File: config.mk
export PLATFORM = sky130hd
export DESIGN_NAME = execute_write_back
export DESIGN_NICKNAME = d
export VERILOG_FILES = /design/src/rtl/exwb_pkg.sv /design/src/rtl/exwb_rs.sv /design/src/rtl/execute_write_back.sv
export SDC_FILE = /design/constraint.sdc
export NUM_CORES = 2
export LEC_CHECK = 0
export CAP_MARGIN = 15
export CORE_MARGIN = 3
export CORE_UTILIZATION = 45
export CTS_CLUSTER_SIZE = 14
export DETAILED_ROUTE_END_ITERATION = 8
export SYNTH_ARGS = -nofsm -noshare
export SYNTH_HDL_FRONTEND = slang
export SYNTH_SLANG_ARGS = --single-unit
File: constraint.sdc
create_clock -name clk -period 13.7 [get_ports clk]
set_input_delay 2.74 -clock clk [delete_from_list [all_inputs] [get_ports clk]]
set_output_delay 2.74 -clock clk [all_outputs]
set_load 0.01 [all_outputs]
File: src/rtl/exwb_pkg.sv
// Shared types and constants for the execute/write-back back end.
// Optional divider is selected with the EXWB_DIV_EN macro (see execute_write_back).
package exwb_pkg;

    localparam int unsigned DataW    = 16;
    localparam int unsigned TagW     = 3;
    localparam int unsigned RegW     = 4;
    localparam int unsigned RobDepth = 8;
    localparam int unsigned RsDepth  = 4;

    typedef enum logic [3:0] {
        OpAdd = 4'd0,
        OpSub = 4'd1,
        OpMul = 4'd2,
        OpDiv = 4'd3
    } op_e;

    typedef struct packed {
        logic             busy;
        op_e              op;
        logic             q1_rdy;
        logic [DataW-1:0] v1;
        logic             q2_rdy;
        logic [DataW-1:0] v2;
        logic [TagW-1:0]  dest_tag;
    } rs_entry_t;

    typedef struct packed {
        op_e              op;
        logic [RegW-1:0]  dest;
        logic             done;
        logic [DataW-1:0] value;
    } rob_entry_t;

    function automatic logic op_legal(logic [3:0] op);
        return op <= 4'd3;
    endfunction

    function automatic logic op_is_rs2(logic [3:0] op);
        return (op == OpMul) || (op == OpDiv);
    endfunction

endpackage

File: src/rtl/exwb_rs.sv
// Reservation station: entry array, lowest-index allocate/select, result-bus wakeup.
module exwb_rs
    import exwb_pkg::*;
#(
    parameter int unsigned DEPTH = RsDepth
) (
    input  logic             clk,
    input  logic             rst,
    input  logic             alloc_valid,
    input  rs_entry_t        alloc_entry,
    input  logic             wake1_valid,
    input  logic [TagW-1:0]  wake1_tag,
    input  logic [DataW-1:0] wake1_value,
    input  logic             wake2_valid,
    input  logic [TagW-1:0]  wake2_tag,
    input  logic [DataW-1:0] wake2_value,
    output logic             full,
    output logic             sel_valid,
    output op_e              sel_op,
    output logic [DataW-1:0] sel_a,
    output logic [DataW-1:0] sel_b,
    output logic [TagW-1:0]  sel_tag
);

    localparam int unsigned IdxW = (DEPTH > 1) ? $clog2(DEPTH) : 1;

    rs_entry_t       entries_q [DEPTH];
    rs_entry_t       entries_d [DEPTH];
    logic [IdxW-1:0] alloc_idx;
    logic [IdxW-1:0] sel_idx;

    // Scan downwards so the lowest matching index wins.
    always_comb begin
        full      = 1'b1;
        alloc_idx = '0;
        sel_valid = 1'b0;
        sel_idx   = '0;
        for (int i = int'(DEPTH) - 1; i >= 0; i--) begin
            if (!entries_q[i].busy) begin
                full      = 1'b0;
                alloc_idx = IdxW'(i);
            end else if (entries_q[i].q1_rdy && entries_q[i].q2_rdy) begin
                sel_valid = 1'b1;
                sel_idx   = IdxW'(i);
            end
        end
    end

    always_comb begin
        sel_op  = entries_q[sel_idx].op;
        sel_a   = entries_q[sel_idx].v1;
        sel_b   = entries_q[sel_idx].v2;
        sel_tag = entries_q[sel_idx].dest_tag;
    end

    // Waiting operands hold their tag in the low bits of the value field.
    always_comb begin
        entries_d = entries_q;
        for (int i = 0; i < int'(DEPTH); i++) begin
            if (entries_d[i].busy && !entries_d[i].q1_rdy) begin
                if (wake1_valid && entries_d[i].v1[TagW-1:0] == wake1_tag) begin
                    entries_d[i].v1     = wake1_value;
                    entries_d[i].q1_rdy = 1'b1;
                end else if (wake2_valid && entries_d[i].v1[TagW-1:0] == wake2_tag) begin
                    entries_d[i].v1     = wake2_value;
                    entries_d[i].q1_rdy = 1'b1;
                end
            end
            if (entries_d[i].busy && !entries_d[i].q2_rdy) begin
                if (wake1_valid && entries_d[i].v2[TagW-1:0] == wake1_tag) begin
                    entries_d[i].v2     = wake1_value;
                    entries_d[i].q2_rdy = 1'b1;
                end else if (wake2_valid && entries_d[i].v2[TagW-1:0] == wake2_tag) begin
                    entries_d[i].v2     = wake2_value;
                    entries_d[i].q2_rdy = 1'b1;
                end
            end
            if (sel_valid && sel_idx == IdxW'(i)) begin
                entries_d[i].busy = 1'b0;
            end
            if (alloc_valid && !full && alloc_idx == IdxW'(i)) begin
                entries_d[i] = alloc_entry;
            end
        end
    end

    always_ff @(posedge clk) begin
        for (int i = 0; i < int'(DEPTH); i++) begin
            entries_q[i] <= rst ? '0 : entries_d[i];
        end
    end

endmodule

File: src/rtl/execute_write_back.sv
// Tomasulo back end: two reservation stations, two single-cycle FUs, 8-entry ROB, in-order commit.
// Define EXWB_DIV_EN to make opcode 3 an unsigned divide; otherwise opcode 3 is bitwise AND.
module execute_write_back
    import exwb_pkg::*;
#(
    parameter int unsigned DATA_W    = DataW,
    parameter int unsigned RS_DEPTH  = RsDepth,
    parameter int unsigned ROB_DEPTH = RobDepth
) (
    input  logic              clk,
    input  logic              rst,
    input  logic              disp_valid,
    input  logic [3:0]        disp_op,
    input  logic [3:0]        disp_dest,
    input  logic              disp_src1_rdy,
    input  logic              disp_src2_rdy,
    input  logic [DATA_W-1:0] disp_src1,
    input  logic [DATA_W-1:0] disp_src2,
    output logic              disp_accept,
    output logic [2:0]        disp_tag,
    output logic              rob_full,
    output logic              rs1_full,
    output logic              rs2_full,
    output logic [3:0]        rob_count,
    output logic              cdb1_valid,
    output logic [2:0]        cdb1_tag,
    output logic [DATA_W-1:0] cdb1_value,
    output logic              cdb2_valid,
    output logic [2:0]        cdb2_tag,
    output logic [DATA_W-1:0] cdb2_value,
    output logic              commit_valid,
    output logic [3:0]        commit_reg,
    output logic [2:0]        commit_tag,
    output logic [DATA_W-1:0] commit_value
);

    rob_entry_t       rob_q [ROB_DEPTH];
    rob_entry_t       rob_d [ROB_DEPTH];
    logic [TagW-1:0]  head_q, head_d, tail_q, tail_d;
    logic [3:0]       count_q, count_d;

    logic             to_rs2, rs1_alloc, rs2_alloc, commit_fire;
    logic [DataW:0]   cap1, cap2;
    rs_entry_t        alloc_entry;

    logic             sel1_valid, sel2_valid;
    op_e              sel1_op, sel2_op;
    logic [DataW-1:0] sel1_a, sel1_b, sel2_a, sel2_b;
    logic [TagW-1:0]  sel1_tag, sel2_tag;
    logic [DataW-1:0] res1, res2, prod, quot;

    // Returns {ready, value}; results landing this edge take priority over the ROB.
    function automatic logic [DataW:0] capture(
        logic rdy, logic [DataW-1:0] src,
        logic r1v, logic [TagW-1:0] r1t, logic [DataW-1:0] r1d,
        logic r2v, logic [TagW-1:0] r2t, logic [DataW-1:0] r2d,
        logic rob_done, logic [DataW-1:0] rob_value);
        logic [TagW-1:0] tag;
        tag = src[TagW-1:0];
        if (rdy)                   return {1'b1, src};
        if (r1v && r1t == tag)     return {1'b1, r1d};
        if (r2v && r2t == tag)     return {1'b1, r2d};
        if (rob_done)              return {1'b1, rob_value};
        return {1'b0, src};
    endfunction

    always_comb begin
        rob_full    = (count_q == 4'(ROB_DEPTH));
        rob_count   = count_q;
        disp_tag    = tail_q;
        to_rs2      = op_is_rs2(disp_op);
        disp_accept = disp_valid && op_legal(disp_op) && !rob_full &&
                      !(to_rs2 ? rs2_full : rs1_full);
        rs1_alloc   = disp_accept && !to_rs2;
        rs2_alloc   = disp_accept && to_rs2;
    end

    always_comb begin
        cap1 = capture(disp_src1_rdy, disp_src1, sel1_valid, sel1_tag, res1,
                       sel2_valid, sel2_tag, res2,
                       rob_q[disp_src1[TagW-1:0]].done, rob_q[disp_src1[TagW-1:0]].value);
        cap2 = capture(disp_src2_rdy, disp_src2, sel1_valid, sel1_tag, res1,
                       sel2_valid, sel2_tag, res2,
                       rob_q[disp_src2[TagW-1:0]].done, rob_q[disp_src2[TagW-1:0]].value);
        alloc_entry.busy     = 1'b1;
        alloc_entry.op       = op_e'(disp_op);
        alloc_entry.q1_rdy   = cap1[DataW];
        alloc_entry.v1       = cap1[DataW-1:0];
        alloc_entry.q2_rdy   = cap2[DataW];
        alloc_entry.v2       = cap2[DataW-1:0];
        alloc_entry.dest_tag = tail_q;
    end

    exwb_rs #(.DEPTH(RS_DEPTH)) u_rs1 (
        .clk         (clk),
        .rst         (rst),
        .alloc_valid (rs1_alloc),
        .alloc_entry (alloc_entry),
        .wake1_valid (sel1_valid),
        .wake1_tag   (sel1_tag),
        .wake1_value (res1),
        .wake2_valid (sel2_valid),
        .wake2_tag   (sel2_tag),
        .wake2_value (res2),
        .full        (rs1_full),
        .sel_valid   (sel1_valid),
        .sel_op      (sel1_op),
        .sel_a       (sel1_a),
        .sel_b       (sel1_b),
        .sel_tag     (sel1_tag)
    );

    exwb_rs #(.DEPTH(RS_DEPTH)) u_rs2 (
        .clk         (clk),
        .rst         (rst),
        .alloc_valid (rs2_alloc),
        .alloc_entry (alloc_entry),
        .wake1_valid (sel1_valid),
        .wake1_tag   (sel1_tag),
        .wake1_value (res1),
        .wake2_valid (sel2_valid),
        .wake2_tag   (sel2_tag),
        .wake2_value (res2),
        .full        (rs2_full),
        .sel_valid   (sel2_valid),
        .sel_op      (sel2_op),
        .sel_a       (sel2_a),
        .sel_b       (sel2_b),
        .sel_tag     (sel2_tag)
    );

    always_comb begin
        res1 = (sel1_op == OpSub) ? sel1_a - sel1_b : sel1_a + sel1_b;
        prod = sel2_a * sel2_b;
`ifdef EXWB_DIV_EN
        quot = (sel2_b == '0) ? '1 : sel2_a / sel2_b;
`else
        quot = sel2_a & sel2_b;
`endif
        res2 = (sel2_op == OpMul) ? prod : quot;
    end

    // Done bits survive commit, so an empty ROB must never look committable.
    assign commit_fire = (count_q != '0) && rob_q[head_q].done;

    always_comb begin
        rob_d  = rob_q;
        head_d = head_q;
        tail_d = tail_q;
        if (disp_accept) begin
            rob_d[tail_q] = '{op: op_e'(disp_op), dest: disp_dest, done: 1'b0, value: '0};
            tail_d        = tail_q + 1'b1;
        end
        if (sel1_valid) begin
            rob_d[sel1_tag].value = res1;
            rob_d[sel1_tag].done  = 1'b1;
        end
        if (sel2_valid) begin
            rob_d[sel2_tag].value = res2;
            rob_d[sel2_tag].done  = 1'b1;
        end
        if (commit_fire) begin
            head_d = head_q + 1'b1;
        end
        count_d = count_q + 4'(disp_accept) - 4'(commit_fire);
    end

    always_ff @(posedge clk) begin
        for (int i = 0; i < int'(ROB_DEPTH); i++) begin
            rob_q[i] <= rst ? '0 : rob_d[i];
        end
        if (rst) begin
            head_q       <= '0;
            tail_q       <= '0;
            count_q      <= '0;
            cdb1_valid   <= 1'b0;
            cdb1_tag     <= '0;
            cdb1_value   <= '0;
            cdb2_valid   <= 1'b0;
            cdb2_tag     <= '0;
            cdb2_value   <= '0;
            commit_valid <= 1'b0;
            commit_reg   <= '0;
            commit_tag   <= '0;
            commit_value <= '0;
        end else begin
            head_q       <= head_d;
            tail_q       <= tail_d;
            count_q      <= count_d;
            cdb1_valid   <= sel1_valid;
            cdb1_tag     <= sel1_tag;
            cdb1_value   <= res1;
            cdb2_valid   <= sel2_valid;
            cdb2_tag     <= sel2_tag;
            cdb2_value   <= res2;
            commit_valid <= commit_fire;
            if (commit_fire) begin
                commit_reg   <= rob_q[head_q].dest;
                commit_tag   <= head_q;
                commit_value <= rob_q[head_q].value;
            end
        end
    end

endmodule

clock_nets.png
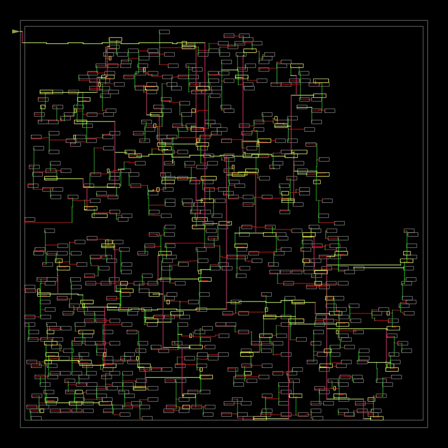
clk sinks: 578
CLK BUF: 101
Clock net power: 2.00 mW

m1.png
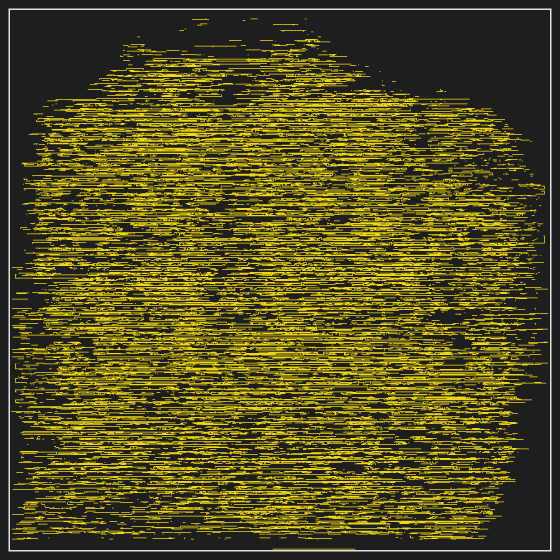
nets with wire on the layer: 4397
longest straight run: 98.0 um

route_heat.png
Bar = 100 um. The die is cut into 30 by 30 equal tiles; dark blue is low, red is high, scaled to the fullest tile. Values are wire area over tile area, all layers added.
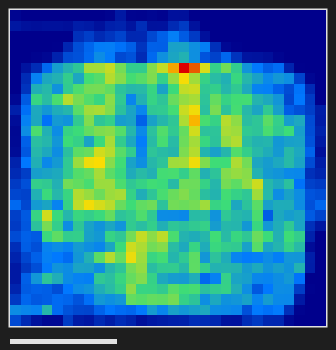
mean over tiles: 0.32
nearly empty tiles: 12%
fullest tile: 1.0
densest ninth of the die: centre
emptiest ninth of the die: north-east
tiles over half the peak: 20%

m3.png
Bar = 100 um.
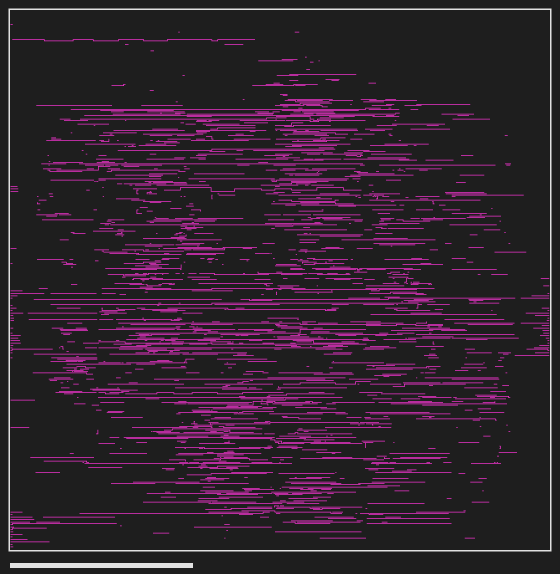
main direction: horizontal
share of all routed wire: 12%
wire length on this layer: 18600 um
nets with wire on the layer: 599
longest straight run: 161 um

class_map.png
Fill, decap, tap and diode cells in grey.
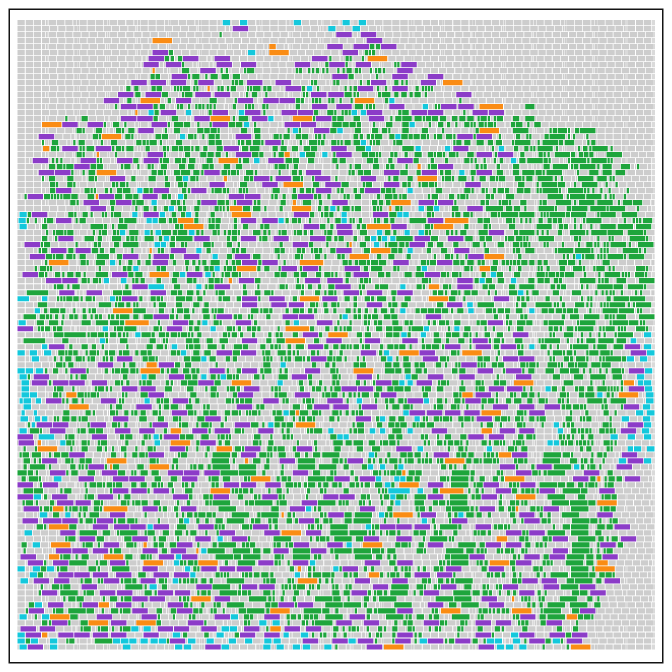
[green] remaining logic cells | cells: 3542 | share of their area: 60%
[purple] registers | cells: 578 | share of their area: 28%
[cyan] remaining buffers and delay cells | cells: 294 | share of their area: 6.1%
[orange] clock drivers and dummy loads | cells: 128 | share of their area: 6.0%

==> Changelog: implementation <==
## Implementation

* Final weighted congestion in routability-driven placement at 0.950
* Min-Delay Endpoint: u_rs1.entries_q[122]
* Status: finished, final reports clean
* Syn. warnings at 0
* Floorplan Nets at 4780
* Top power group: clock
* Reg2Reg Setup Slack at 3.97 ns
* First-pass GRT wire length at 232000 um
* GR Util met2 at 52.6%
* Worst clock skew at 0.0637 ns
* VDD IR max at 0.000165 V
* Kind of start point of the critical path: flip-flop
* Required @ worst endpoint at 14.23 ns
* Critical path class: flip-flop to flip-flop
* DR top layer: met5
* Grt ovf at 0
* Post-DR vias/cell at 6.66
* Routed vias at 37351
* Pre-Place Util at 45.7%
* Largest net degree at the start of global routing at 202
* Initial antenna violation count at 4
* Tightest Pin Transition at 1.32 ns
* ANT cells at 0
* Register share after synthesis at 30.7%
* R2r endpoint: u_rs1.entries_q[144]
* F_max at 103 MHz
* Min Tclk post-route at 9.73 ns
* Worst EP arrival at 10.27 ns
* Yosys chip area at 0.0377 mm2
* GRT Total Usage at 35.3%
* Met2 WL post-DR at 67400 um
* LEAKAGE at 15.5 nW
==> per-stage QoR <==
step           worst slack (ns)  instance area (um2)  total power, mW  util [%]  hold slack (ns)
3_3_place_gp               4.44                40100             2.55      48.6            0.442
3_5_place_dp               4.20                40100             2.55      48.6            0.446
6_report                   3.97                42600             4.55      51.7            0.457
5_1_grt                    3.54                42600             4.64      51.7            0.467
2_1_floorplan              6.09                37700             2.13         -            0.430
4_1_cts                    4.20                42600             4.53      51.6            0.457
==> critical path, cell delays in order (launching register included) <==
cell and delay (ns):
dfxtp_1 0.72, nand3_2 0.60, a31oi_4 1.04, o21ai_0 0.56
nand2b_1 0.31, fa_1 0.53, fa_1 0.48, fa_1 0.55
inv_1 0.05, fa_1 0.49, fa_1 0.49, inv_1 0.05
fa_1 0.50, inv_1 0.06, ha_1 0.33, a21o_1 0.21
nor3_1 0.12, o21ai_0 0.09, nor2b_1 0.17, a21o_1 0.18
a21oi_1 0.19, xor2_1 0.26, a21oi_2 0.11, buf_4 0.27
mux2_1 0.32, a221o_1 0.54, a221o_1 0.42
==> final cells by class <==
type,instances,area (um2),area share [%]
inverter,153,574,1.35
tap,1070,1340,3.14
clock inverter,27,400,0.939
timing repair buffer,294,2530,5.95
sequential,578,11600,27.2
clock buffer,101,2070,4.86
multi-input combinational,3389,24100,56.6
==> synthesized netlist by cell type (all sizes together), types with 46 or more instances <==
master / count / area [um2]
nor2: 857 / 3220
dfxtp: 578 / 11600
clkbuf: 393 / 1480
nand2: 262 / 986
a211oi: 261 / 1960
o21ai: 231 / 1160
a21oi: 200 / 1000
a221oi: 167 / 1460
inv: 153 / 574
mux2i: 134 / 1340
nand3: 132 / 671
xor2: 118 / 1030
mux4: 110 / 2480
o211ai: 88 / 661
fa: 82 / 1640
ha: 73 / 913
buf: 67 / 388
xnor2: 57 / 499
a22oi: 51 / 383
nor3: 46 / 235
nor4: 46 / 288
==> worst max path at each step <==
| stage | from | endpoint | slack [ns] | cells after the start |
|---|---|---|---|---|
| 6_report | u_rs2.entries_q[83] | u_rs1.entries_q[144] | 3.97 | 26 |
| 5_1_grt | u_rs2.entries_q[83] | u_rs1.entries_q[17] | 3.54 | 26 |
| 4_1_cts | u_rs2.entries_q[83] | u_rs1.entries_q[144] | 4.20 | 26 |
| 3_5_place_dp | u_rs2.entries_q[83] | u_rs1.entries_q[144] | 4.20 | 26 |
| 3_3_place_gp | u_rs2.entries_q[83] | u_rs1.entries_q[144] | 4.44 | 27 |
| 2_1_floorplan | u_rs2.entries_q[103] | u_rs1.entries_q[143] | 6.09 | 31 |
==> cells by family after synthesis <==
| logic type | count (synthesis) | share of synthesized area [%] |
|---|---|---|
| flip-flops | 578 | 30.7 |
| buffers and inverters | 613 | 6.47 |
| XOR/XNOR | 177 | 4.19 |
| AND-OR/OR-AND | 1268 | 23.6 |
| adder cells (fa/ha/maj) | 155 | 6.78 |
| AND/OR/NAND/NOR | 1523 | 17.5 |
| multiplexers | 266 | 10.8 |
Power figures rest on the tool's default switching activity, not on a simulated workload.
